==> config.mk <==
export PLATFORM = sky130hd
export DESIGN_NAME = multicycle_control_fsm
export DESIGN_NICKNAME = d
export VERILOG_FILES = /design/src/rtl/riscv_ctrl_pkg.sv /design/src/rtl/mc_main_decoder.sv /design/src/rtl/multicycle_control_fsm.sv
export SDC_FILE = /design/constraint.sdc
export NUM_CORES = 1
export LEC_CHECK = 0
export CORE_ASPECT_RATIO = 0.5
export CORE_UTILIZATION = 43
export CTS_CLUSTER_SIZE = 12
export DETAILED_ROUTE_END_ITERATION = 10
export GPL_TIMING_DRIVEN = 0
export HOLD_SLACK_MARGIN = 0.12
export PLACE_DENSITY = 0.88
export SLEW_MARGIN = 40
export SYNTH_ARGS = -nofsm -noshare
export SYNTH_HDL_FRONTEND = slang
export SYNTH_SLANG_ARGS = --single-unit
export TNS_END_PERCENT = 100
==> constraint.sdc <==
create_clock -name clk -period 2.6 [get_ports clk]
set_clock_uncertainty 0.15 [all_clocks]
set_input_delay 0.39 -clock clk [delete_from_list [all_inputs] [get_ports clk]]
set_output_delay 0.39 -clock clk [all_outputs]
set_load 0.1 [all_outputs]
==> src/rtl/riscv_ctrl_pkg.sv <==
// Shared encodings for the multicycle RV32I control unit: opcodes, FSM states,
// ALUOp classes, instruction classes and the static-control bundle.
package riscv_ctrl_pkg;

  localparam logic [6:0] OP_R      = 7'b0110011;
  localparam logic [6:0] OP_I      = 7'b0010011;
  localparam logic [6:0] OP_LOAD   = 7'b0000011;
  localparam logic [6:0] OP_STORE  = 7'b0100011;
  localparam logic [6:0] OP_BRANCH = 7'b1100011;
  localparam logic [6:0] OP_LUI    = 7'b0110111;
  localparam logic [6:0] OP_AUIPC  = 7'b0010111;
  localparam logic [6:0] OP_JAL    = 7'b1101111;
  localparam logic [6:0] OP_JALR   = 7'b1100111;

  localparam logic [1:0] ALUOP_ADD    = 2'b00;
  localparam logic [1:0] ALUOP_BRANCH = 2'b01;
  localparam logic [1:0] ALUOP_FUNCT  = 2'b10;

  typedef enum logic [2:0] {
    ST_IDLE   = 3'd0,
    ST_FETCH  = 3'd1,
    ST_DECODE = 3'd2,
    ST_EXEC   = 3'd3,
    ST_MEM    = 3'd4,
    ST_WB     = 3'd5,
    ST_TRAP   = 3'd6
  } state_e;

  typedef enum logic [3:0] {
    CL_R       = 4'd0,
    CL_I       = 4'd1,
    CL_LOAD    = 4'd2,
    CL_STORE   = 4'd3,
    CL_BRANCH  = 4'd4,
    CL_LUI     = 4'd5,
    CL_AUIPC   = 4'd6,
    CL_JAL     = 4'd7,
    CL_JALR    = 4'd8,
    CL_ILLEGAL = 4'd9
  } instr_class_e;

  typedef struct packed {
    logic       alu_src;
    logic       mem_to_reg;
    logic [1:0] alu_op;
    logic       lui_en;
    logic       auipc_en;
    logic       jal_en;
    logic       jalr_en;
  } ctrl_t;

  // Everything except register-register ALU ops and branches takes the immediate.
  function automatic ctrl_t class_ctrl(instr_class_e cls);
    ctrl_t c;
    c = '0;
    case (cls)
      CL_R:      c.alu_op = ALUOP_FUNCT;
      CL_I:      begin c.alu_src = 1'b1; c.alu_op = ALUOP_FUNCT; end
      CL_LOAD:   begin c.alu_src = 1'b1; c.mem_to_reg = 1'b1; end
      CL_STORE:  c.alu_src = 1'b1;
      CL_BRANCH: c.alu_op = ALUOP_BRANCH;
      CL_LUI:    begin c.alu_src = 1'b1; c.lui_en = 1'b1; end
      CL_AUIPC:  begin c.alu_src = 1'b1; c.auipc_en = 1'b1; end
      CL_JAL:    begin c.alu_src = 1'b1; c.jal_en = 1'b1; end
      CL_JALR:   begin c.alu_src = 1'b1; c.jalr_en = 1'b1; end
      default:   c = '0;
    endcase
    return c;
  endfunction

endpackage

==> src/rtl/mc_main_decoder.sv <==
// Combinational main decoder: opcode to instruction class plus static controls.
module mc_main_decoder
  import riscv_ctrl_pkg::*;
#(
  parameter int OPCODE_W = 7
) (
  input  logic [OPCODE_W-1:0] op,
  output instr_class_e        op_class,
  output ctrl_t               ctrl
);

  always_comb begin
    op_class = CL_ILLEGAL;
    case (op)
      OPCODE_W'(OP_R):      op_class = CL_R;
      OPCODE_W'(OP_I):      op_class = CL_I;
      OPCODE_W'(OP_LOAD):   op_class = CL_LOAD;
      OPCODE_W'(OP_STORE):  op_class = CL_STORE;
      OPCODE_W'(OP_BRANCH): op_class = CL_BRANCH;
      OPCODE_W'(OP_LUI):    op_class = CL_LUI;
      OPCODE_W'(OP_AUIPC):  op_class = CL_AUIPC;
      OPCODE_W'(OP_JAL):    op_class = CL_JAL;
      OPCODE_W'(OP_JALR):   op_class = CL_JALR;
      default:              op_class = CL_ILLEGAL;
    endcase
    ctrl = class_ctrl(op_class);
  end

endmodule

==> src/rtl/multicycle_control_fsm.sv <==
// Multicycle RV32I control unit: sequences FETCH/DECODE/EXEC/MEM/WB with memory
// handshakes and illegal/timeout traps. Define MCU_PERF_CNT_EN for perf counters.
module multicycle_control_fsm
  import riscv_ctrl_pkg::*;
#(
  parameter int OPCODE_W    = 7,
  parameter int ALUOP_W     = 2,
  parameter int MEM_TIMEOUT = 255,
  parameter int CNT_W       = 32
) (
  input  logic                clk,
  input  logic                rst,
  input  logic                enable,
  input  logic [OPCODE_W-1:0] opcode,
  input  logic                imem_ready,
  input  logic                dmem_ready,
  output logic                imem_req,
  output logic                ir_write,
  output logic                pc_write,
  output logic                pc_jump,
  output logic                ALUSrc,
  output logic                MemtoReg,
  output logic                LUI_en,
  output logic                AUIPC_en,
  output logic                JAL_en,
  output logic                JALr_en,
  output logic [ALUOP_W-1:0]  ALUOp,
  output logic                Branch,
  output logic                MemRead,
  output logic                MemWrite,
  output logic                RegWrite,
  output logic                trap,
  output logic                illegal_instr,
  output logic                bus_err,
  output logic [2:0]          state_o,
  output logic [CNT_W-1:0]    cycle_cnt,
  output logic [CNT_W-1:0]    instret_cnt
);

  localparam int WAIT_W = (MEM_TIMEOUT > 0) ? $clog2(MEM_TIMEOUT + 1) : 1;

  state_e              state_q, state_d, fetch_or_idle;
  logic [OPCODE_W-1:0] op_q, op_d;
  logic [WAIT_W-1:0]   wait_q, wait_d;
  instr_class_e        dec_class;
  ctrl_t               dec_ctrl, ctrl_q, ctrl_d;
  logic                waiting, timed_out;
  logic imem_req_q, imem_req_d, pc_jump_q, pc_jump_d, branch_q, branch_d;
  logic mem_read_q, mem_read_d, mem_write_q, mem_write_d, reg_write_q, reg_write_d;
  logic trap_q, trap_d, illegal_q, illegal_d, bus_err_q, bus_err_d;

  // The decoder sees the opcode being latched during DECODE so that the
  // registered controls are already valid on the first EXEC cycle.
  mc_main_decoder #(.OPCODE_W(OPCODE_W)) u_dec (
    .op       (op_d),
    .op_class (dec_class),
    .ctrl     (dec_ctrl)
  );

  always_comb begin
    op_d          = (state_q == ST_DECODE) ? opcode : op_q;
    fetch_or_idle = enable ? ST_FETCH : ST_IDLE;
    waiting       = ((state_q == ST_FETCH) && !imem_ready) ||
                    ((state_q == ST_MEM) && !dmem_ready);
    timed_out     = (MEM_TIMEOUT != 0) && waiting &&
                    (wait_q == WAIT_W'(MEM_TIMEOUT - 1));
    state_d       = state_q;
    illegal_d     = illegal_q;
    bus_err_d     = bus_err_q;

    case (state_q)
      ST_IDLE:   if (enable) state_d = ST_FETCH;
      ST_FETCH: begin
        if (imem_ready) state_d = ST_DECODE;
        else if (timed_out) begin
          state_d   = ST_TRAP;
          bus_err_d = 1'b1;
        end
      end
      ST_DECODE: begin
        if (dec_class == CL_ILLEGAL) begin
          state_d   = ST_TRAP;
          illegal_d = 1'b1;
        end else begin
          state_d = ST_EXEC;
        end
      end
      ST_EXEC: begin
        case (dec_class)
          CL_BRANCH:         state_d = fetch_or_idle;
          CL_LOAD, CL_STORE: state_d = ST_MEM;
          default:           state_d = ST_WB;
        endcase
      end
      ST_MEM: begin
        if (dmem_ready) state_d = (dec_class == CL_LOAD) ? ST_WB : fetch_or_idle;
        else if (timed_out) begin
          state_d   = ST_TRAP;
          bus_err_d = 1'b1;
        end
      end
      ST_WB:     state_d = fetch_or_idle;
      ST_TRAP:   state_d = ST_TRAP;
      default:   state_d = ST_IDLE;
    endcase

    wait_d = (state_d != state_q) ? '0 : (waiting ? wait_q + WAIT_W'(1) : wait_q);

    imem_req_d  = (state_d == ST_FETCH);
    branch_d    = (state_d == ST_EXEC) && (dec_class == CL_BRANCH);
    pc_jump_d   = (state_d == ST_EXEC) && ((dec_class == CL_JAL) || (dec_class == CL_JALR));
    mem_read_d  = (state_d == ST_MEM) && (dec_class == CL_LOAD);
    mem_write_d = (state_d == ST_MEM) && (dec_class == CL_STORE);
    reg_write_d = (state_d == ST_WB);
    trap_d      = (state_d == ST_TRAP);
    ctrl_d      = (state_d inside {ST_EXEC, ST_MEM, ST_WB}) ? dec_ctrl : '0;
  end

  always_ff @(posedge clk or posedge rst) begin
    if (rst) begin
      state_q     <= ST_IDLE;
      op_q        <= '0;
      wait_q      <= '0;
      ctrl_q      <= '0;
      imem_req_q  <= 1'b0;
      pc_jump_q   <= 1'b0;
      branch_q    <= 1'b0;
      mem_read_q  <= 1'b0;
      mem_write_q <= 1'b0;
      reg_write_q <= 1'b0;
      trap_q      <= 1'b0;
      illegal_q   <= 1'b0;
      bus_err_q   <= 1'b0;
    end else begin
      state_q     <= state_d;
      op_q        <= op_d;
      wait_q      <= wait_d;
      ctrl_q      <= ctrl_d;
      imem_req_q  <= imem_req_d;
      pc_jump_q   <= pc_jump_d;
      branch_q    <= branch_d;
      mem_read_q  <= mem_read_d;
      mem_write_q <= mem_write_d;
      reg_write_q <= reg_write_d;
      trap_q      <= trap_d;
      illegal_q   <= illegal_d;
      bus_err_q   <= bus_err_d;
    end
  end

  // IR and PC+4 updates follow the fetch ack combinationally.
  assign ir_write      = (state_q == ST_FETCH) && imem_ready;
  assign pc_write      = (state_q == ST_FETCH) && imem_ready;
  assign imem_req      = imem_req_q;
  assign pc_jump       = pc_jump_q;
  assign Branch        = branch_q;
  assign MemRead       = mem_read_q;
  assign MemWrite      = mem_write_q;
  assign RegWrite      = reg_write_q;
  assign trap          = trap_q;
  assign illegal_instr = illegal_q;
  assign bus_err       = bus_err_q;
  assign ALUSrc        = ctrl_q.alu_src;
  assign MemtoReg      = ctrl_q.mem_to_reg;
  assign ALUOp         = ALUOP_W'(ctrl_q.alu_op);
  assign LUI_en        = ctrl_q.lui_en;
  assign AUIPC_en      = ctrl_q.auipc_en;
  assign JAL_en        = ctrl_q.jal_en;
  assign JALr_en       = ctrl_q.jalr_en;
  assign state_o       = state_q;

`ifdef MCU_PERF_CNT_EN
  logic [CNT_W-1:0] cycle_q, cycle_d, instret_q, instret_d;
  logic             retire;

  always_comb begin
    retire    = (state_q == ST_WB) ||
                ((state_q == ST_EXEC) && (dec_class == CL_BRANCH)) ||
                ((state_q == ST_MEM) && (dec_class == CL_STORE) && dmem_ready);
    cycle_d   = ((state_q != ST_IDLE) && (state_q != ST_TRAP)) ? cycle_q + CNT_W'(1) : cycle_q;
    instret_d = retire ? instret_q + CNT_W'(1) : instret_q;
  end

  always_ff @(posedge clk or posedge rst) begin
    if (rst) begin
      cycle_q   <= '0;
      instret_q <= '0;
    end else begin
      cycle_q   <= cycle_d;
      instret_q <= instret_d;
    end
  end

  assign cycle_cnt   = cycle_q;
  assign instret_cnt = instret_q;
`else
  assign cycle_cnt   = '0;
  assign instret_cnt = '0;
`endif

endmodule
==> results_dict.tcl <==
# collected from the flow reports
set metrics [dict create \
    status "finished, final reports clean" \
    area_growth_syn_to_layout_pct 29.7 \
    rsz_0062_raised_after_global_routing "false" \
    highest_metal_layer_used_by_the_detailed_router "met4" \
    yosysWarningCount 0 \
    die_height_um 54.4 \
    fin_area_sq_mm 0.00306 \
    holdPathStages 1 \
    max_flop_register "wait_q" \
    total_power_mw 3.11 \
    cp_max_fo 8 \
    final_max_slew_viol_count 0 \
    worst-endpoint-required_ps 2610 \
    top_area_cell_class "multi-input combinational cells" \
    io_pins 98 \
    cp.arrival_ps 2510 \
    num-nonclk-buffers 109 \
    worstHoldPathType "flip-flop to flip-flop" \
    timing.critical_path.to "wait_q[6]$_DFFE_PP0P_" \
    yosys-mux-area-fraction_pct 0 \
    drc 0 \
    n_clock_buffer 6 \
    clock_tree.htree_level_count 2 \
    ys_top_cells_by_count "sky130_fd_sc_hd__buf_4, sky130_fd_sc_hd__dfrtp_1, sky130_fd_sc_hd__nand2_1" \
    sequentialPowerShare_pct 24.7 \
    worst-r2r-cell-count 8 \
    worstSetupPathType "input port to flip-flop" \
    clock_cell_area_share_pct 2.78 \
    critical_path_start "opcode[0]" \
    synthAoiAreaFrac_pct 11.8 \
    relSlewSlack_pct 53.8 \
    clock_period_minus_worst_slack_ps 2500 \
    clock_power_uw 379 \
    via_per_inst 4.40 \
    log_warnings 27 \
    hold_viol_final 0 \
    edf_count 0 \
    yosysTopAreaCellShare_pct 37.2 \
    inverters 14 \
    largest_reg_flops 8 \
    cell_by_cell_listing_of_the_critical_path "clkdlybuf4s50_1 -> nand2_2 -> a2111oi_4 -> o32ai_2 -> or4b_4 -> o2111ai_4 -> nor2_1" \
    sh_seq_area_pct 28.9 \
    synth-simple-area-share_pct 22.0 \
    async_reset_ff_share_pct 100 \
    fmaxAchievable_mhz 400 \
    sw_frac_of_total_pct 55.0 \
    area_contributors_post_synth "sky130_fd_sc_hd__dfrtp_1, sky130_fd_sc_hd__buf_4, sky130_fd_sc_hd__nand2_1" \
    ant_diodes 0 \
    tap-cell-count 70 \
    register_area_sq_um 885 \
    cpPeakStageDelay_ps 590 \
    via_count_of_the_first_global_routing_pass 1550 \
    worst_r2r_endpoint "wait_q[6]$_DFFE_PP0P_" \
    comb_cell_power_mw 1.96 \
    fin_worst_setup_slack_ps 99.5 \
    global_route.usage.met2_pct 27.2 \
    clk-insertion-delay-late_ps 280 \
    die-area_sq_mm 0.00580 \
    first_pass_iters 4 \
    comb_area_sq_mm 0.00116 \
    most_popular_library_cell_in_the_synthesized_design_by_count "sky130_fd_sc_hd__buf_4" \
    yosys_register_bits 35 \
    drt_iter0_drc 91 \
    portBuffers 33 \
    power.static_leakage_nw 1.65 \
    drt.antenna.violating_nets 0 \
    grt_antenna_before_repair 0 \
    avgSynthCellArea_sq_um 9.10 \
    share_clk_of_total_power_pct 12.2 \
    clock_path_buffers 2 \
    die_width_um 107 \
    timing.critical_path.slowest_stage_cell "sky130_fd_sc_hd__or4b_4" \
    yosys.stat.seqShare_pct 37.2 \
]
Gate-type map:
Bar = 20 um.
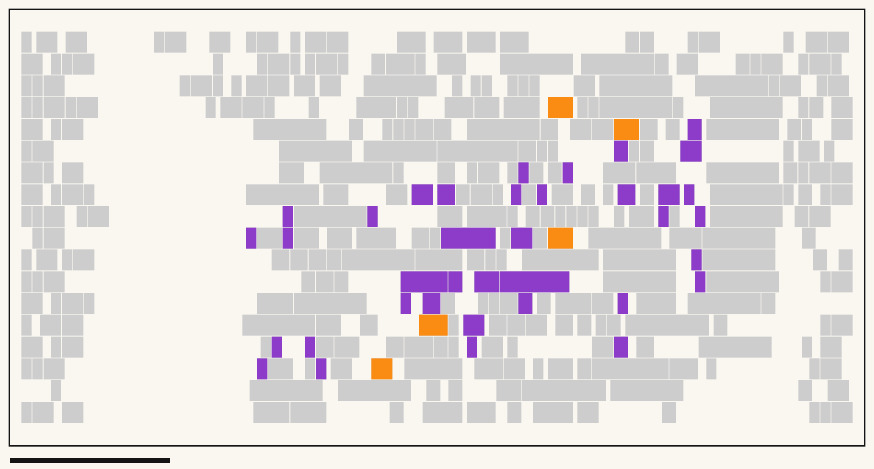
family	color	cells
AND-OR and OR-AND gates	orange	5
NOR gates	purple	37
number of standard cells in the final layout excluding fillers: 436
top logic cell by instance count in the layout: sky130_fd_sc_hd__buf_4
multi-input gate share of total cell area: 37.8%

Routed metal, one color a layer:
Bar = 20 um.
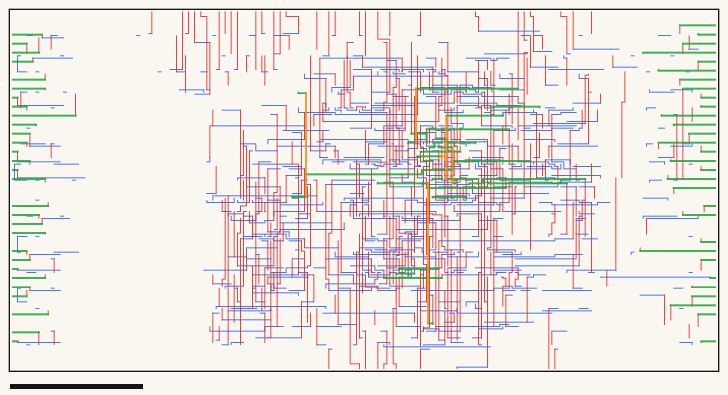
layer	color	wire length
metal 2	red	2150 um
metal 3	green	424 um
metal 1	blue	1940 um
metal 4	orange	60.8 um
drt total wl: 4580 um
gr usage total: 15.9%
via count of the routed design: 1918

Routing congestion:
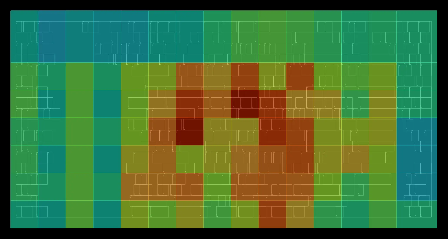
most used routing layer in global routing: met2
met3 capacity usage during global routing: 3.57%
average detailed-routed wire length per instance: 10.5 um
post-layout utilization of the core: 60.1%
met1 track utilization from global routing: 20.4%

